[src/rtl/lvt_port_scheduler.sv]
// lvt_port_scheduler
// Round-robin front end for a 2-write/1-read LVT-banked memory. Each cycle up
// to two writes and one read are granted among N requesters. Same-address
// collisions within a cycle go to the earlier op in scan order. Memory-side
// port signals are registered. Read data returns tagged with the requester ID
// after the memory read latency.
module lvt_port_scheduler #(
    parameter int N      = 4,
    parameter int IDW    = 2,
    parameter int AW     = 7,
    parameter int DW     = 5,
    parameter int RD_LAT = 1
) (
    input  logic              clk,
    input  logic              rst,
    input  logic [N-1:0]      req_valid,
    input  logic [N-1:0]      req_we,
    input  logic [N*AW-1:0]   req_addr,
    input  logic [N*DW-1:0]   req_wdata,
    output logic [N-1:0]      req_ready,
    output logic              rsp_valid,
    output logic [IDW-1:0]    rsp_id,
    output logic [DW-1:0]     rsp_data,
    output logic              wr0_en,
    output logic [AW-1:0]     wr0_addr,
    output logic [DW-1:0]     wr0_data,
    output logic              wr1_en,
    output logic [AW-1:0]     wr1_addr,
    output logic [DW-1:0]     wr1_data,
    output logic              rd0_en,
    output logic [AW-1:0]     rd0_addr,
    input  logic [DW-1:0]     rd0_data
);

    logic [IDW-1:0] rr_ptr;
    logic [IDW-1:0] rr_ptr_nxt;
    logic           any_grant;
    logic [N-1:0]   grant;

    // Arbitration results for this cycle
    logic           w0_sel;
    logic [AW-1:0]  w0_addr_c;
    logic [DW-1:0]  w0_data_c;
    logic           w1_sel;
    logic [AW-1:0]  w1_addr_c;
    logic [DW-1:0]  w1_data_c;
    logic           r_sel;
    logic [AW-1:0]  r_addr_c;
    logic [IDW-1:0] r_id_c;

    // Read-response pipeline: stage 0 is the issue register (rd0_en),
    // stage RD_LAT lines up with valid rd0_data.
    logic           vld_p [0:RD_LAT];
    logic [IDW-1:0] id_p  [0:RD_LAT];

    // Round-robin scan granting up to two writes and one read, earlier op wins collisions
    always_comb begin
        int            idx;
        int            nxt;
        logic [AW-1:0] a;
        logic [IDW-1:0] last_idx;
        idx       = 0;
        nxt       = 0;
        a         = '0;
        last_idx  = '0;
        grant     = '0;
        any_grant = 1'b0;
        w0_sel    = 1'b0;
        w0_addr_c = '0;
        w0_data_c = '0;
        w1_sel    = 1'b0;
        w1_addr_c = '0;
        w1_data_c = '0;
        r_sel     = 1'b0;
        r_addr_c  = '0;
        r_id_c    = '0;
        for (int k = 0; k < N; k++) begin
            idx = int'(rr_ptr) + k;
            if (idx >= N) begin
                idx = idx - N;
            end
            a = req_addr[idx*AW +: AW];
            if (req_valid[idx]) begin
                if (req_we[idx]) begin
                    // A write needs a free write port and no earlier grant on the same address
                    if (!w1_sel && !(w0_sel && w0_addr_c == a) && !(r_sel && r_addr_c == a)) begin
                        grant[idx] = 1'b1;
                        any_grant  = 1'b1;
                        last_idx   = IDW'(idx);
                        if (!w0_sel) begin
                            w0_sel    = 1'b1;
                            w0_addr_c = a;
                            w0_data_c = req_wdata[idx*DW +: DW];
                        end else begin
                            w1_sel    = 1'b1;
                            w1_addr_c = a;
                            w1_data_c = req_wdata[idx*DW +: DW];
                        end
                    end
                end else begin
                    // A read needs the read port free and no earlier write to the same address
                    if (!r_sel && !(w0_sel && w0_addr_c == a) && !(w1_sel && w1_addr_c == a)) begin
                        grant[idx] = 1'b1;
                        any_grant  = 1'b1;
                        last_idx   = IDW'(idx);
                        r_sel      = 1'b1;
                        r_addr_c   = a;
                        r_id_c     = IDW'(idx);
                    end
                end
            end
        end
        nxt = int'(last_idx) + 1;
        if (nxt >= N) begin
            nxt = 0;
        end
        rr_ptr_nxt = any_grant ? IDW'(nxt) : rr_ptr;
    end

    // Grants are suppressed while reset is held
    assign req_ready = rst ? {N{1'b0}} : grant;

    // Round-robin pointer: one past the last granted requester
    always_ff @(posedge clk or posedge rst) begin
        if (rst) begin
            rr_ptr <= '0;
        end else begin
            rr_ptr <= rr_ptr_nxt;
        end
    end

    // Issue stage: register memory write ports; idle ports keep their addr/data
    always_ff @(posedge clk or posedge rst) begin
        if (rst) begin
            wr0_en   <= 1'b0;
            wr0_addr <= '0;
            wr0_data <= '0;
            wr1_en   <= 1'b0;
            wr1_addr <= '0;
            wr1_data <= '0;
            rd0_addr <= '0;
        end else begin
            wr0_en <= w0_sel;
            wr1_en <= w1_sel;
            if (w0_sel) begin
                wr0_addr <= w0_addr_c;
                wr0_data <= w0_data_c;
            end
            if (w1_sel) begin
                wr1_addr <= w1_addr_c;
                wr1_data <= w1_data_c;
            end
            if (r_sel) begin
                rd0_addr <= r_addr_c;
            end
        end
    end

    // Response pipeline: valid and ID shift alongside the memory read latency
    always_ff @(posedge clk or posedge rst) begin
        if (rst) begin
            for (int j = 0; j <= RD_LAT; j++) begin
                vld_p[j] <= 1'b0;
                id_p[j]  <= '0;
            end
        end else begin
            vld_p[0] <= r_sel;
            id_p[0]  <= r_id_c;
            for (int j = 1; j <= RD_LAT; j++) begin
                vld_p[j] <= vld_p[j-1];
                id_p[j]  <= id_p[j-1];
            end
        end
    end

    assign rd0_en    = vld_p[0];
    assign rsp_valid = vld_p[RD_LAT];
    assign rsp_id    = id_p[RD_LAT];
    // Data passes straight through from the memory, forced to 0 when no response is due
    assign rsp_data  = vld_p[RD_LAT] ? rd0_data : '0;

endmodule

[config.mk]
export PLATFORM = sky130hd
export DESIGN_NAME = lvt_port_scheduler
export DESIGN_NICKNAME = d
export VERILOG_FILES = /design/src/rtl/lvt_port_scheduler.sv
export SDC_FILE = /design/constraint.sdc
export NUM_CORES = 1
export LEC_CHECK = 0
export CORE_MARGIN = 2
export CORE_UTILIZATION = 45
export DETAILED_ROUTE_END_ITERATION = 10
export PLACE_DENSITY_LB_ADDON = 0.08
export SYNTH_ARGS = -nofsm -noshare
export SYNTH_HDL_FRONTEND = slang
export SYNTH_SLANG_ARGS = --single-unit
[constraint.sdc]
create_clock -name clk -period 24.9 [get_ports clk]
set_clock_uncertainty 0.1 [all_clocks]
set_input_delay 3.735 -clock clk [delete_from_list [all_inputs] [get_ports clk]]
set_output_delay 3.735 -clock clk [all_outputs]
set_load 0.01 [all_outputs]
Fig. 1: routed metal, one color a layer
Only two layers are drawn.
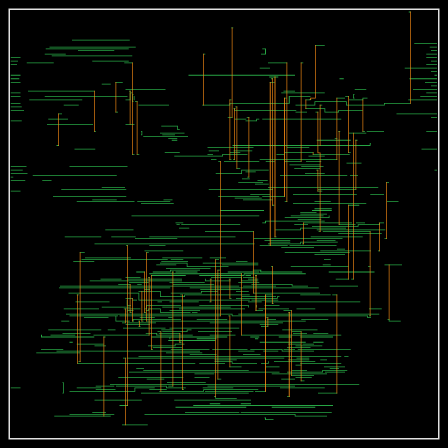
legend:
  green:
    layer: metal 3
    wire_length: 5920 µm
  orange:
    layer: metal 4
    wire_length: 1830 µm

==> impl_metrics.toml <==
# flow metrics
[yosys]
avgSynthCellArea_um2 = 7.99
top_cell_area_share_pct = 15.7
topCellsByArea = "mux4_2 (16%), mux2i_1 (9.7%), dfrtp_1 (8.7%)"
yosys.area_share.simple_pct = 20.6
xor_share_pct = 2.06
synth.most_common_cell = "nand2_1"
ys_cells = 1473
yosysSeqAreaShare_pct = 8.72
ys_warn_count = 0
synthFlopType = "dfrtp_1"

[clocking]
cts_max_path_buffers = 2
cts-htree-levels = 2
ctsHoldBuffers = 0

[route]
wirelength_met1_um = 20600
wl_met3_um = 5920
wl_met2_um = 21400
drc = 0
wl_um = 49800
routed.top_layer = "met4"
drt-vias-per-instance = 7.24
vias = 13000

[floorplanning]
die_y_um = 166
die_area_mm2 = 0.0274
core-area_mm2 = 0.0258
die_w_um = 166

[final_layout]
layout.area.top_class = "combinational gates"
sh_seq_area_pct = 8.03
sh_comb_area_pct = 76.2
drive_gt1_share_pct = 14.1
inverters = 42
area_growth_pct = 9.03
final_util_pct = 49.6
antennaDiodeCount = 0
regArea_mm2 = 0.00103
nNetsFinal = 1538
flop-count = 41
final-comb-area_mm2 = 0.00977
fin_area_mm2 = 0.0128

[sta]
final.setup.tns_ns = 0
setup_viol_count_final = 0
hold_ws_ns = 0.248
tightest_slew_ns = 1.04
period_minus_slack_ns = 14.84
finalClockPeriodUsage_pct = 59.6
rsz0062_at_grt = "no"

[placed_design]
gp_congestion = 1.01
dpl.hpwl_um = 36700

[global_routing]
grt_pass1_wl_um = 75200
top_usage_layer = "met2"
grt_util_met1_pct = 49.2
grt_pass1_vias = 12000
use_met3_pct = 8.15
antenna_found_initial = 0

[setup_path]
ff2ff_path_depth = 21
critical_path.endpoint = "req_ready[3]"
timing.rr.start = "rr_ptr[0]$_DFFE_PP0P_"
cp_cell_sequence = "clkdlybuf4s50_1 > mux2i_1 > mux2_2 > o22ai_1 > o21ai_1 > a21boi_1 > o221ai_2 > or4_1 > a31oi_2 > xnor2_1 > nand4_1 > o21ai_2 > nor2_1 > o2111ai_1 > o311ai_4 > a21oi_2 > nand2_1 > a21oi_1 > clkdlybuf4s50_1"
slowest_stage = "clkdlybuf4s50_1"
crit_start = "req_addr[12]"
crit_arrival_ns = 11.01
reg2reg_slack_ns = 15.58
rr_endpoint = "wr1_addr[5]$_DFFE_PP0P_"
cp-start-kind = "input port"
slowest_delay_ns = 0.78
cp-end-kind = "primary output"

[min_path]
min_path_cells = 0
worst_hold_path.endpoint = "rsp_id[0]$_DFF_PP0_"

[run_status]
status = "finished, final reports clean"
Fig. 2: clock wires, drivers and flops
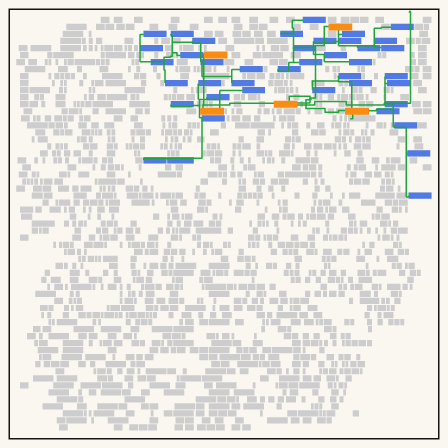
legend:
  green:
    item: clock wires
    length: 662 µm
  orange:
    item: clock drivers
    count: 5
  blue:
    item: flip-flops
    count: 41
routed clock nets: 6
clk_lat worst skew: 0.29 ns

